==> src/rtl/dragon_move_scheduler.sv <==
// Dragon movement sequencer: triggers the target selector once every MOVE_PERIOD frames and steps one cell toward its target.
// Optional: define DRAGON_DIAGONAL_MOVE_EN to step x and y together in the same cycle.
module dragon_move_scheduler #(
    parameter int         MOVE_PERIOD = 8,
    parameter int         STUN_FRAMES = 32,
    parameter logic [7:0] START_POS   = 8'h66,
    parameter int         Y_MAX       = 11
) (
    input  logic       clk,
    input  logic       reset,
    input  logic       enable,
    input  logic       frame_tick,
    input  logic       dragon_hurt,
    input  logic [7:0] target_pos,
    input  logic [7:0] player_pos,
    input  logic [7:0] sheep_pos,
    output logic       trigger,
    output logic [7:0] dragon_pos,
    output logic [1:0] dragon_dir,
    output logic       moving,
    output logic       target_reached_player,
    output logic       target_reached_sheep,
    output logic       stunned
);

    localparam logic [2:0] IDLE  = 3'd0;
    localparam logic [2:0] TRIG  = 3'd1;
    localparam logic [2:0] WAIT1 = 3'd2;
    localparam logic [2:0] WAIT2 = 3'd3;
    localparam logic [2:0] STEP  = 3'd4;
    localparam logic [2:0] STUN  = 3'd5;

    localparam int FCW = (MOVE_PERIOD > 1) ? $clog2(MOVE_PERIOD) : 1;
    localparam int SCW = $clog2(STUN_FRAMES + 1);
    localparam logic [FCW-1:0] FRAME_LAST = FCW'(MOVE_PERIOD - 1);
    localparam logic [SCW-1:0] STUN_LOAD  = SCW'(STUN_FRAMES);
    localparam logic [3:0]     Y_LIM      = 4'(Y_MAX);

    logic [2:0]     state_reg, state_next;
    logic [FCW-1:0] frame_cnt_reg, frame_cnt_next;
    logic [SCW-1:0] stun_cnt_reg, stun_cnt_next;
    logic [7:0]     pos_reg, pos_next;
    logic [1:0]     dir_reg, dir_next;
    logic           moving_reg, moving_next;

    logic [3:0] cur_x, cur_y, tgt_x, tgt_y, step_x, step_y;
    logic [1:0] step_dir;
    logic       step_valid;

    assign cur_x = pos_reg[7:4];
    assign cur_y = pos_reg[3:0];
    assign tgt_x = target_pos[7:4];
    // Targets below the playfield are clamped so the dragon never leaves it.
    assign tgt_y = (target_pos[3:0] > Y_LIM) ? Y_LIM : target_pos[3:0];

    always_comb begin
        step_x     = cur_x;
        step_y     = cur_y;
        step_dir   = dir_reg;
        step_valid = 1'b0;
`ifdef DRAGON_DIAGONAL_MOVE_EN
        if (cur_x != tgt_x) begin
            step_x     = (cur_x < tgt_x) ? cur_x + 4'd1 : cur_x - 4'd1;
            step_dir   = (cur_x < tgt_x) ? 2'd3 : 2'd2;
            step_valid = 1'b1;
        end
        if (cur_y != tgt_y) begin
            step_y     = (cur_y < tgt_y) ? cur_y + 4'd1 : cur_y - 4'd1;
            step_valid = 1'b1;
            if (cur_x == tgt_x) begin
                step_dir = (cur_y < tgt_y) ? 2'd1 : 2'd0;
            end
        end
`else
        if (cur_x != tgt_x) begin
            step_x     = (cur_x < tgt_x) ? cur_x + 4'd1 : cur_x - 4'd1;
            step_dir   = (cur_x < tgt_x) ? 2'd3 : 2'd2;
            step_valid = 1'b1;
        end else if (cur_y != tgt_y) begin
            step_y     = (cur_y < tgt_y) ? cur_y + 4'd1 : cur_y - 4'd1;
            step_dir   = (cur_y < tgt_y) ? 2'd1 : 2'd0;
            step_valid = 1'b1;
        end
`endif
    end

    always_comb begin
        state_next     = state_reg;
        frame_cnt_next = frame_cnt_reg;
        stun_cnt_next  = stun_cnt_reg;
        pos_next       = pos_reg;
        dir_next       = dir_reg;
        moving_next    = 1'b0;
        // A hit pre-empts everything, including a step about to be committed.
        if (dragon_hurt) begin
            state_next     = STUN;
            stun_cnt_next  = STUN_LOAD;
            frame_cnt_next = '0;
        end else begin
            case (state_reg)
                IDLE: begin
                    if (enable && frame_tick) begin
                        if (frame_cnt_reg == FRAME_LAST) begin
                            frame_cnt_next = '0;
                            state_next     = TRIG;
                        end else begin
                            frame_cnt_next = frame_cnt_reg + FCW'(1);
                        end
                    end
                end
                TRIG:  state_next = WAIT1;
                WAIT1: state_next = WAIT2;
                WAIT2: state_next = STEP;
                STEP: begin
                    state_next = IDLE;
                    if (step_valid) begin
                        pos_next    = {step_x, step_y};
                        dir_next    = step_dir;
                        moving_next = 1'b1;
                    end
                end
                STUN: begin
                    if (frame_tick) begin
                        stun_cnt_next = stun_cnt_reg - SCW'(1);
                        if (stun_cnt_reg == SCW'(1)) begin
                            state_next = IDLE;
                        end
                    end
                end
                default: state_next = IDLE;
            endcase
        end
    end

    always_ff @(posedge clk or negedge reset) begin
        if (!reset) begin
            state_reg     <= IDLE;
            frame_cnt_reg <= '0;
            stun_cnt_reg  <= '0;
            pos_reg       <= START_POS;
            dir_reg       <= 2'd0;
            moving_reg    <= 1'b0;
        end else begin
            state_reg     <= state_next;
            frame_cnt_reg <= frame_cnt_next;
            stun_cnt_reg  <= stun_cnt_next;
            pos_reg       <= pos_next;
            dir_reg       <= dir_next;
            moving_reg    <= moving_next;
        end
    end

    logic [7:0] watch_pos [2];
    assign watch_pos[0] = player_pos;
    assign watch_pos[1] = sheep_pos;

    // Flags track the registered position; they read 0 for every cycle spent stunned.
    genvar gi;
    generate
        for (gi = 0; gi < 2; gi++) begin : g_reached
            logic hit_reg;
            always_ff @(posedge clk or negedge reset) begin
                if (!reset) begin
                    hit_reg <= 1'b0;
                end else begin
                    hit_reg <= (state_next != STUN) && (pos_reg == watch_pos[gi]);
                end
            end
        end
    endgenerate

    assign target_reached_player = g_reached[0].hit_reg;
    assign target_reached_sheep  = g_reached[1].hit_reg;
    assign trigger               = (state_reg == TRIG);
    assign stunned               = (state_reg == STUN);
    assign dragon_pos            = pos_reg;
    assign dragon_dir            = dir_reg;
    assign moving                = moving_reg;

endmodule

==> config.mk <==
export PLATFORM = sky130hd
export DESIGN_NAME = dragon_move_scheduler
export DESIGN_NICKNAME = d
export VERILOG_FILES = /design/src/rtl/dragon_move_scheduler.sv
export SDC_FILE = /design/constraint.sdc
export NUM_CORES = 1
export LEC_CHECK = 0
export CORE_ASPECT_RATIO = 1.1
export CORE_MARGIN = 3
export CORE_UTILIZATION = 49
export DETAILED_ROUTE_END_ITERATION = 10
export PLACE_DENSITY = 0.84
export SLEW_MARGIN = 20
export SYNTH_ARGS = -nofsm -noshare
export SYNTH_HDL_FRONTEND = slang
export SYNTH_SLANG_ARGS = --single-unit
==> constraint.sdc <==
create_clock -name clk -period 3.6 [get_ports clk]
set_clock_uncertainty 0.05 [all_clocks]
set_input_delay 0.54 -clock clk [delete_from_list [all_inputs] [get_ports clk]]
set_output_delay 0.54 -clock clk [all_outputs]
set_load 0.005 [all_outputs]
==> job_summary.md <==
## Synthesis and layout report

| Metric | Value |
|---|---|
| Status | `finished, final reports clean` |
| CP peak stage delay | `440 ps` |
| Unique cell types | `40` |
| Xor+xnor area frac | `0.141` |
| First-pass GRT wire length | `5980 um` |
| Count of non-CTS buffers in the layout | `44` |
| Final Non-Filler Cells | `265` |
| Final worst slack | `685 ps` |
| Met3 Track Usage GR | `0.0308` |
| Met2 global-route usage | `0.300` |
| P_seq | `0.530 mW` |
| Flop pwr share | `0.389` |
| Non-clk invs | `11` |
| Pleak | `0.996 nW` |
| Final ANT Viol Nets | `0` |
| Register area share after synthesis | `0.362` |
| Routed wl met3 | `182 um` |
| Top logic family | `simple AND/OR/NAND/NOR gates` |
| Critical path capture point type | `flop` |
| Synth Flop Type | `dfrtp_1` |
| Post-CTS Hold Buffers | `0` |
| Vias | `1346` |
| Synth Area per Inst | `9.89 um2` |
| AO/OA Area Share | `0.0913` |
| Seq/total area | `0.284` |
| Final worst path period share | `0.810` |
| Worst R2R Start | `dragon_pos[1]` |
| Synth warnings | `0` |
| Share of flip-flops with an asynchronous set or reset | `1.00` |
| Reg2reg setup slack | `840 ps` |
| Cell area leaders | `dfrtp_1 (30%), ha_1 (12%), xor2_1 (10%), dfstp_2 (6.0%), xnor2_1 (4.0%)` |
| CTS root buffer | `clkbuf_4` |
| Adders+Majority by Area | `0.138` |
| Synth top cells by count | `dfrtp_1 (21), xor2_1 (20), nand2_1 (18)` |
| N_taps | `48` |
| Top Usage Layer GRT | `met2` |
| Peak VDD IR | `0.407 mV` |
| Die X | `62.8 um` |
| Slowest CP cell | `clkdlybuf4s50_1` |
| Fin crit period | `2920 ps` |
| CP endpoint | `dragon_pos[3]` |
| Area leader, netlist | `dfrtp_1` |
| Mapped cell area | `0.00174 mm2` |
| Sink Count | `25` |
| Pwr top | `combinational logic` |
| Syn_nets | `223` |
| Mux cell area share | `0.0352` |
| Rel. slew slack | `0.637` |
| Pwr Density | `613 mW/mm2` |
| Net Sw Frac | `0.410` |
| Standard-cell rows | `22` |
| And+or+nand+nor area frac | `0.183` |
| Clock tree cell share of total cell area | `0.0141` |
| P_clk | `0.136 mW` |
| Number of flip-flops in the largest register | `8` |
| Clock power share | `0.100` |
| Drt first pass iters | `4` |
| Clk slew on worst S/H paths | `150 ps` |
| Setup crit start kind | `input pin` |
| Gr usage total | `0.178` |
| Comb gates | `133` |
| Post-layout power | `1.36 mW` |
| CP delay by family, top | `AND-OR/OR-AND gates` |
| Slew Viols, Final | `0` |
| Min-delay worst type | `in -> async` |
| GP Congestion | `0.824` |
| CTS resizes | `0` |
| Post-DP Area | `0.00219 mm2` |
| Met1 usage in global routing | `0.236` |
| Grt total ovfl | `0` |
| #FFs+latches synth | `25` |
| Final hold violation count | `0` |
| Initial antenna violation count | `0` |
| Req. time, crit path | `3770 ps` |
| Syn-to-layout area delta | `27.6%` |
| Worst path cell trace | `clkdlybuf4s50_1 -> a21oi_1 -> ha_1 -> nor2b_1 -> o211ai_1 -> nand2_1 -> ha_1 -> a21o_1 -> a21oi_1 -> a211o_1 -> o221a_1 -> o31ai_1` |
| DIE HEIGHT | `68.5 um` |
| Pin count of the biggest net entering global routing | `25` |
| Wire length on met2 | `1620 um` |
| Postcts setup bufs | `0` |
| Iter 0 DRT Violations | `23` |
| Int Pwr | `0.803 mW` |
| Design area | `0.00222 mm2` |
| WL final | `3450 um` |
| Combinational share of power | `0.511` |
| Init Core Util | `0.514` |
| Number of global-route vias before repair | `1339` |
| Commonest Layout Cell | `clkdlybuf4s50_1` |
| Top routing layer in use | `met4` |
| Buffers & Inverters on Critical Path | `1` |
| Ports | `44` |
| Max Cap Violations | `0` |
| OpenROAD warning count | `27` |
| Fraction of standard cell area in multi-input logic | `0.461` |
| DRC viols | `0` |
| Port bufs | `43` |
| Depth of the CTS H-tree | `1` |
| Wl on met1 | `1610 um` |
| Fillers | `273` |
| Worst slack, placed | `337 ps` |
| Fmax achieved | `343 MHz` |
| P_comb | `0.695 mW` |
| Post-layout util | `0.656` |
| Routed WL per cell | `13.0 um` |
| Most instantiated logic cells after routing | `clkdlybuf4s50_1 (42), dfrtp_1 (21), xor2_1 (20)` |
| CTS tree | `done` |
| # placed instances | `261` |
| Register area | `631 um2` |
| Min Hold Slack | `125 ps` |
| Gate Area | `0.00102 mm2` |
| Yosys top cell by instances | `dfrtp_1` |
| Final net count | `265` |
| RSZ-0062 raised after global routing | `false` |
| Vias/cell | `5.08` |
| Share of the synthesized area in the top cell type | `0.302` |
| RR Endpoint | `dragon_pos[3]` |
| Buffering overhead | `0.195` |
| Net switching power | `0.558 mW` |
| DPL Wire Length | `2740 um` |
| Cell depth of the worst setup path | `12` |
| Crit. Startpoint | `target_pos[3]` |
| TNS Setup | `0 ps` |
Fig. 1: cell classes on the final placement
Scale bar: 20 um.
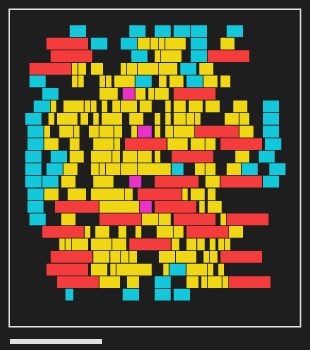
[red] flops | cells: 25 | share of their area: 29%
[magenta] clock drivers and dummy loads | cells: 4 | share of their area: 1.4%
[yellow] combinational and other logic | cells: 144 | share of their area: 49%
[cyan] other buffers and delay cells | cells: 44 | share of their area: 20%

Fig. 2: clock wires, drivers and flops
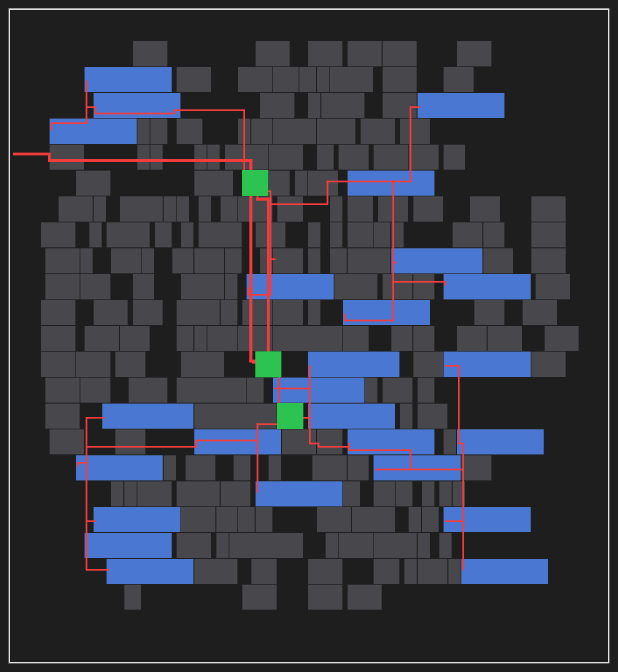
[blue] flip-flops | count: 25
[red] clock wires | length: 289 um
[green] clock drivers | count: 3
routed clock nets: 4

Fig. 3: I/O pins on the die edge
Pins as bars across the die edge, other pins in grey.
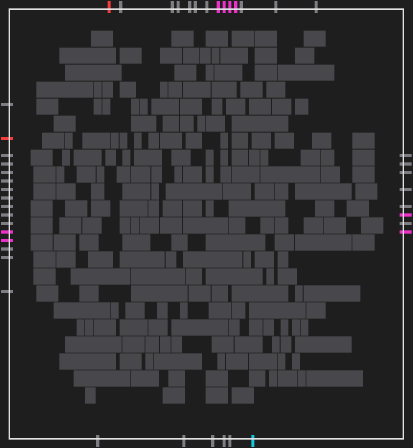
[cyan] stunned | pins: 1 | direction: output | edge: south
[red] dragon_dir | pins: 2 | direction: output | edge: 1 north, 1 west
[magenta] player_pos | pins: 8 | direction: input | edge: 4 north, 2 east, 2 west
all pins by edge: 16 west, 14 north, 8 east, 6 south

Fig. 4: sizing map
Scale bar: 20 um.
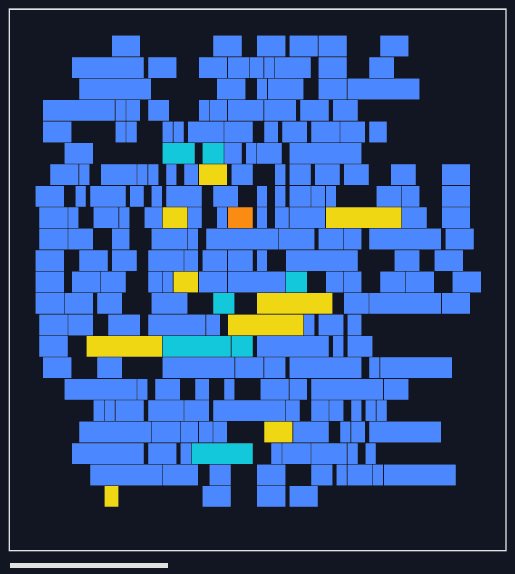
[yellow] _2 cells | cells: 9
[orange] _6 and larger | cells: 1
[cyan] _3 and _4 cells | cells: 7
[blue] _0 and _1 cells | cells: 200

Fig. 5: clock wiring as the flow saved it
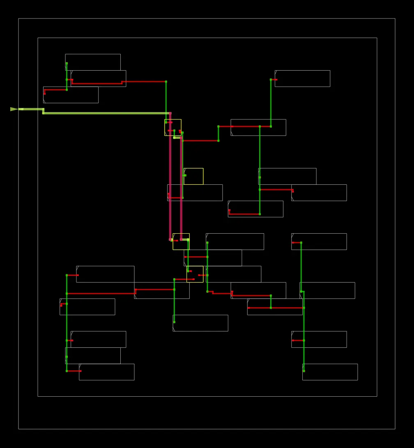
seq_cells: 25
clk_lat worst skew: 320 ps
CTS buffer count: 3
# clk buffers: 3

Power is estimated from default activity; no workload was simulated.
